### src/rtl/srl_win_readout_pkg.sv
// Shared encodings and helpers for the SRL window readout block.
package srl_win_readout_pkg;

  localparam int NSAMP_MAX_DEF = 16;

  typedef enum logic [1:0] {B_EMPTY, B_FILL, B_FULL, B_DRAIN} bank_st_e;
  typedef enum logic {C_IDLE, C_CAPT} cap_st_e;
  typedef enum logic {R_IDLE, R_RUN} rd_st_e;

  // Window length as stored with a bank: 0 means 1, anything above the bank depth saturates.
  function automatic logic [31:0] clamp_n(input logic [31:0] n, input logic [31:0] mx);
    if (n == 32'd0) return 32'd1;
    if (n > mx)     return mx;
    return n;
  endfunction

endpackage

### src/rtl/win_bank_2x.sv
// Two ping-pong window banks: one write port, one registered read port with hold.
module win_bank_2x #(
  parameter int WIDTH = 16,
  parameter int DEPTH = 16,
  parameter int AW    = 4
) (
  input  logic             CLK,
  input  logic             RST,
  input  logic             we,
  input  logic             wbank,
  input  logic [AW-1:0]    widx,
  input  logic [WIDTH-1:0] wdata,
  input  logic             re,
  input  logic             rbank,
  input  logic [AW-1:0]    ridx,
  output logic [WIDTH-1:0] rdata
);

  logic [WIDTH-1:0] mem [2][DEPTH];

  always_ff @(posedge CLK)
    if (we) mem[wbank][widx] <= wdata;

  // Read register doubles as the output word; it only moves on re so it holds under backpressure.
  always_ff @(posedge CLK)
    if (RST)     rdata <= '0;
    else if (re) rdata <= mem[rbank][ridx];

endmodule

### src/rtl/srl_win_readout.sv
// Trigger-windowed capture of the SRL tap stream into ping-pong banks, drained as valid/ready words.
module srl_win_readout
  import srl_win_readout_pkg::*;
#(
  parameter int WIDTH     = 16,
  parameter int NSAMP_MAX = NSAMP_MAX_DEF,
  parameter int CW        = 5
) (
  input  logic             CLK,
  input  logic             RST,
  input  logic             CE,
  input  logic [WIDTH-1:0] DIN,
  input  logic             TRIG,
  input  logic [CW-1:0]    NSAMP,
  output logic [WIDTH-1:0] DOUT,
  output logic             DOUT_VLD,
  input  logic             DOUT_RDY,
  output logic             DOUT_LAST,
  output logic             BUSY,
  output logic             DUP,
  output logic             OVFL,
  output logic [7:0]       EVT_CNT
);

  localparam int AW = $clog2(NSAMP_MAX);

  bank_st_e      bst_q [2], bst_d [2];
  logic [CW-1:0] bn_q [2], bn_d [2];
  cap_st_e       cst_q, cst_d;
  rd_st_e        rst_q, rst_d;
  logic          wptr_q, wptr_d, rptr_q, rptr_d;
  logic [CW-1:0] k_q, k_d, ridx_q, ridx_d;
  logic          vld_q, vld_d, last_q, last_d;
  logic          dup_q, dup_d, ovfl_q, ovfl_d;
  logic [7:0]    evt_q, evt_d;
  logic [CW-1:0] nclamp, widx, rdidx;
  logic          we, re, rbank;

  assign nclamp = CW'(clamp_n(32'(NSAMP), 32'(NSAMP_MAX)));

  always_ff @(posedge CLK) begin
    if (RST) begin
      bst_q[0] <= B_EMPTY; bst_q[1] <= B_EMPTY;
      bn_q[0]  <= '0;      bn_q[1]  <= '0;
      cst_q    <= C_IDLE;  rst_q    <= R_IDLE;
      wptr_q   <= 1'b0;    rptr_q   <= 1'b0;
      k_q      <= '0;      ridx_q   <= '0;
      vld_q    <= 1'b0;    last_q   <= 1'b0;
      dup_q    <= 1'b0;    ovfl_q   <= 1'b0;
      evt_q    <= '0;
    end else begin
      bst_q  <= bst_d;  bn_q   <= bn_d;
      cst_q  <= cst_d;  rst_q  <= rst_d;
      wptr_q <= wptr_d; rptr_q <= rptr_d;
      k_q    <= k_d;    ridx_q <= ridx_d;
      vld_q  <= vld_d;  last_q <= last_d;
      dup_q  <= dup_d;  ovfl_q <= ovfl_d;
      evt_q  <= evt_d;
    end
  end

  // Both FSMs share bank state; capture only touches EMPTY/FILL banks and readout only
  // FULL/DRAIN banks, so the two sections never update the same entry in one cycle.
  always_comb begin
    bst_d  = bst_q;  bn_d   = bn_q;
    cst_d  = cst_q;  rst_d  = rst_q;
    wptr_d = wptr_q; rptr_d = rptr_q;
    k_d    = k_q;    ridx_d = ridx_q;
    vld_d  = vld_q;  last_d = last_q;
    dup_d  = 1'b0;   ovfl_d = 1'b0;
    evt_d  = evt_q;
    we     = 1'b0;   widx   = '0;
    re     = 1'b0;   rbank  = rptr_q; rdidx = ridx_q;

    if (CE) begin
      unique case (cst_q)
        C_IDLE: if (TRIG) begin
          if (bst_q[wptr_q] == B_EMPTY) begin
            we = 1'b1;
            evt_d = evt_q + 8'd1;
            bn_d[wptr_q] = nclamp;
            if (nclamp == CW'(1)) begin
              bst_d[wptr_q] = B_FULL;
              wptr_d = ~wptr_q;
            end else begin
              bst_d[wptr_q] = B_FILL;
              k_d = CW'(1);
              cst_d = C_CAPT;
            end
          end else begin
            ovfl_d = 1'b1;
          end
        end
        C_CAPT: begin
          we = 1'b1;
          widx = k_q;
          dup_d = TRIG;
          if (k_q == bn_q[wptr_q] - CW'(1)) begin
            bst_d[wptr_q] = B_FULL;
            wptr_d = ~wptr_q;
            cst_d = C_IDLE;
          end else begin
            k_d = k_q + CW'(1);
          end
        end
      endcase
    end

    unique case (rst_q)
      R_IDLE: if (bst_q[rptr_q] == B_FULL) begin
        bst_d[rptr_q] = B_DRAIN;
        re = 1'b1; rdidx = '0;
        vld_d = 1'b1;
        last_d = (bn_q[rptr_q] == CW'(1));
        ridx_d = CW'(1);
        rst_d = R_RUN;
      end
      R_RUN: if (DOUT_RDY) begin
        if (last_q) begin
          bst_d[rptr_q] = B_EMPTY;
          rptr_d = ~rptr_q;
          if (bst_q[~rptr_q] == B_FULL) begin
            // Next window is already waiting: chain it without dropping VLD.
            bst_d[~rptr_q] = B_DRAIN;
            re = 1'b1; rbank = ~rptr_q; rdidx = '0;
            last_d = (bn_q[~rptr_q] == CW'(1));
            ridx_d = CW'(1);
          end else begin
            vld_d = 1'b0;
            last_d = 1'b0;
            rst_d = R_IDLE;
          end
        end else begin
          re = 1'b1;
          last_d = (ridx_q == bn_q[rptr_q] - CW'(1));
          ridx_d = ridx_q + CW'(1);
        end
      end
    endcase
  end

  win_bank_2x #(.WIDTH(WIDTH), .DEPTH(NSAMP_MAX), .AW(AW)) u_bank (
    .CLK   (CLK),
    .RST   (RST),
    .we    (we),
    .wbank (wptr_q),
    .widx  (widx[AW-1:0]),
    .wdata (DIN),
    .re    (re),
    .rbank (rbank),
    .ridx  (rdidx[AW-1:0]),
    .rdata (DOUT)
  );

  assign DOUT_VLD  = vld_q;
  assign DOUT_LAST = last_q;
  assign DUP       = dup_q;
  assign OVFL      = ovfl_q;
  assign EVT_CNT   = evt_q;
  assign BUSY      = (bst_q[0] != B_EMPTY) | (bst_q[1] != B_EMPTY) | (cst_q == C_CAPT);

endmodule

### config.mk
export PLATFORM = sky130hd
export DESIGN_NAME = srl_win_readout
export DESIGN_NICKNAME = d
export VERILOG_FILES = /design/src/rtl/srl_win_readout_pkg.sv /design/src/rtl/win_bank_2x.sv /design/src/rtl/srl_win_readout.sv
export SDC_FILE = /design/constraint.sdc
export NUM_CORES = 1
export LEC_CHECK = 0
export ABC_AREA = 1
export CAP_MARGIN = 5
export CELL_PAD_IN_SITES_DETAIL_PLACEMENT = 1
export CELL_PAD_IN_SITES_GLOBAL_PLACEMENT = 2
export CORE_UTILIZATION = 30
export DETAILED_ROUTE_END_ITERATION = 10
export PLACE_DENSITY = 0.67
export SYNTH_ARGS = -nofsm -noshare
export SYNTH_HDL_FRONTEND = slang
export SYNTH_SLANG_ARGS = --single-unit
### constraint.sdc
create_clock -name CLK -period 3.22 [get_ports CLK]
set_input_delay 0.644 -clock CLK [delete_from_list [all_inputs] [get_ports CLK]]
set_output_delay 0.644 -clock CLK [all_outputs]
set_load 0.01 [all_outputs]
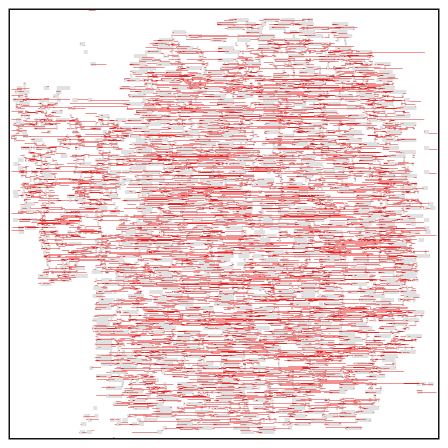
*Met1 routing, run 1*
Cells faint in the background.
The layer carries 38.0 mm of wire. The wires run mostly horizontal. The longest straight run is 103 µm. 2448 nets have wire on it. The layer holds 45% of the routed length.
met1 track demand over resource: 26.4%
via count: 18500
Routed WL: 83900 µm

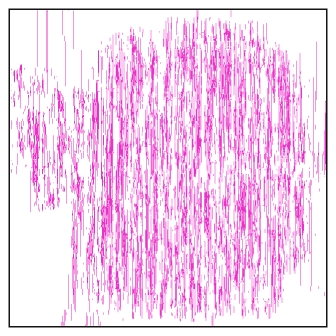
*M2 wires, run 1*
The wires run mostly vertical. The layer holds 48% of the routed length. The longest straight run is 122 µm.

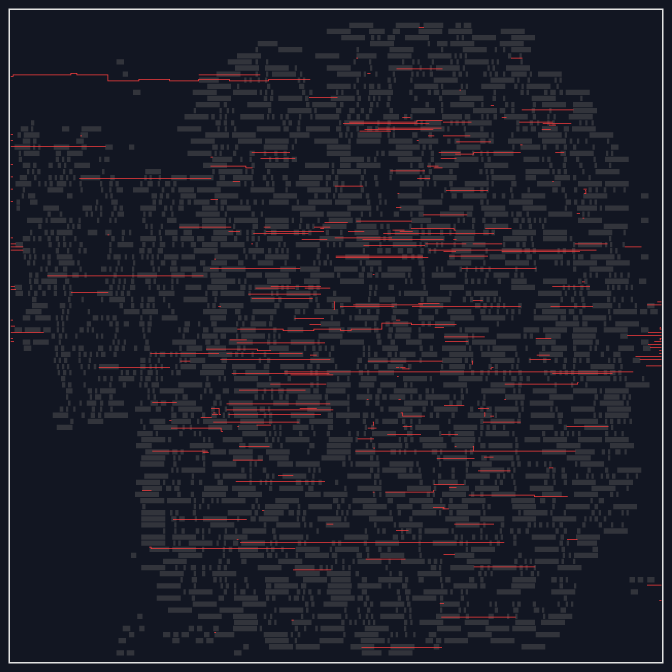
*Met3 routing, run 1*
Cells faint in the background.
140 nets have wire on it. The wires run mostly horizontal.

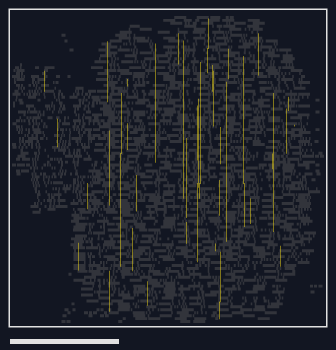
*Metal 4, run 1*
Bar = 100 µm. Cells faint in the background.
27 nets have wire on it. The longest straight run is 147 µm. The wires run mostly vertical. The layer holds 2.5% of the routed length.

-- run 1: sequential cells by signal (all words and copies together), names as in the netlist --
name          count
DOUT_LAST         1
DOUT_VLD          1
DUP               1
EVT_CNT           8
OVFL              1
bn_q             10
bst_q             4
cst_q             1
k_q               5
ridx_q            5
rptr_q            1
rst_q             1
u_bank.mem      512
u_bank.rdata     16
wptr_q            1
-- run 1: through the flow --
| step | util (%) | power [µW] | cells | setup TNS [ps] |
|---|---|---|---|---|
| finish | 36.9 | 16200 | 3703 | 0 |
| CTS | 36.9 | 16400 | 3703 | 0 |
| global route | 36.9 | 16700 | 3703 | 0 |
| global placement | 34.3 | 8880 | 3581 | -209 |
| floorplan | - | 8490 | 2454 | 0 |
| detailed placement | 34.3 | 8900 | 3581 | -337 |
==> impl_metrics.json, run 1 <==
{
  "run_status": "finished clean",
  "warnings": 27,
  "initCoreUtil_pct": 30.4,
  "p_sw_uw": 3610,
  "firstDrtPassIters": 7,
  "synthTopLogicFamily": "simple AND/OR/NAND/NOR gates",
  "path_delay_family": "buffers and inverters",
  "cap_viol_max_count": 0,
  "criticalPathCategory": "primary input to flip-flop",
  "ant_nets": 0,
  "dp_slack_ps": -79.2,
  "cp_data_arrival_time_ps": 3280,
  "yosys_cells": 2454,
  "cp.depth": 14,
  "sh_comb_area_pct": 23.1,
  "mux_area_share_pct": 0,
  "vias_per_cell": 4.98,
  "yosysTopAreaCell": "edfxtp_1",
  "grt_pass1_vias": 19300,
  "yosys.area.top_type_share_pct": 61.3,
  "largest_class": "sequential cells",
  "final_common_cell": "nand2_1",
  "syn_area_um2": 25100,
  "regArea_um2": 16500,
  "core_um2": 82400,
  "grt_pass1_wl_um": 125000,
  "postCtsSetupRepairBufs": 0,
  "area_leaders": "edfxtp_1, nand3_1, nand2_1",
  "drc": 0,
  "syn_to_final_growth_pct": 21.2,
  "wl_per_cell_um": 22.6,
  "inverters": 274,
  "hold_class": "flip-flop to flip-flop",
  "grt_start_max_net_pins": 70,
  "syn_area_per_cell_um2": 10.2,
  "fin_crit_ps": 2750,
  "drt-initial-drc-count": 1234,
  "ir_worst_vdd_v": 0.000349,
  "setup_viol": 0,
  "ys_warn_count": 0,
  "critical_path.reg2reg.endpoint": "u_bank.rdata[11]"
}
--- run 2 (diff from run 1) ---
- CORE_UTILIZATION: 30 -> 41
- PLACE_DENSITY: 0.67 -> 0.85
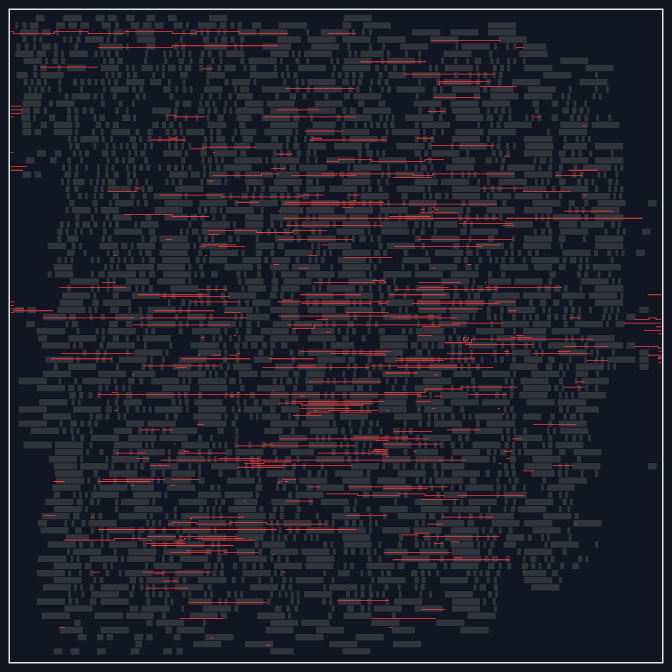
*Met3 routing, run 2*
Cells faint in the background.
The wires run mostly horizontal. The layer carries 4890 µm of wire.

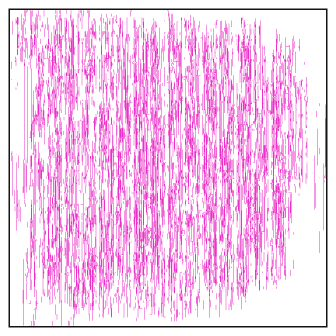
*M2 wires, run 2*
Routed WL: 80200 µm
via count: 18700
met2 usage: 44.5%

==> impl_metrics.json, run 2 <==
{
  "run_status": "finished clean",
  "vias_per_cell": 5.51,
  "cp.depth": 15,
  "hold_class": "flip-flop to flip-flop",
  "fin_crit_ps": 2800,
  "area_leaders": "edfxtp_1, nand3_1, nand2_1",
  "tns_ps": 0,
  "grt_start_max_net_pins": 76,
  "cp_data_arrival_time_ps": 3300,
  "yosysTopAreaCell": "edfxtp_1",
  "core_um2": 60400,
  "grt_pass1_wl_um": 121000,
  "postCtsSetupRepairBufs": 0,
  "syn_to_final_growth_pct": 17.9,
  "cap_viol_max_count": 0,
  "ant_nets": 0,
  "syn_area_per_cell_um2": 10.2,
  "drc": 0,
  "yosys.area.top_type_share_pct": 61.3,
  "criticalPathCategory": "flip-flop to flip-flop",
  "reg_top3": "u_bank.mem x512, u_bank.rdata x16, bn_q x10",
  "critical_path.reg2reg.endpoint": "k_q[1]",
  "syn_area_um2": 25100,
  "setup_viol": 0,
  "yosys_cells": 2454,
  "largest_register_ffs": 512,
  "wl_per_cell_um": 23.7,
  "grt_pass1_vias": 20000
}
## run 2: through the flow
step	setup WS [ps]	cell area, µm²	utilization (%)
finish	420	29600	49.0
global route	153	29600	49.0
CTS	395	29600	49.0
detailed placement	-101	27600	45.7
global placement	-91.0	27600	45.7
floorplan	560	25100	-
## run 2: final cells by class
cell class / instances / area, µm²
fillers: 6510 / 30800
well taps: 782 / 978
multi-input cells: 1470 / 7000
diodes: 2 / 5.00
clock buffers: 76 / 1640
clock inverters: 38 / 312
inverters: 274 / 1030
flip-flops and latches: 568 / 16500
repair buffers: 181 / 2090
## run 2: cells by family after synthesis
kind of cell	Yosys count	synth area share, %
flops	568	65.8
fa+ha+maj	6	0.299
compound gates	110	2.30
buf+inv	416	6.70
xor+xnor	5	0.175
simple gates	1349	24.7
No activity file was given, so power comes from the tool's default toggle rates.
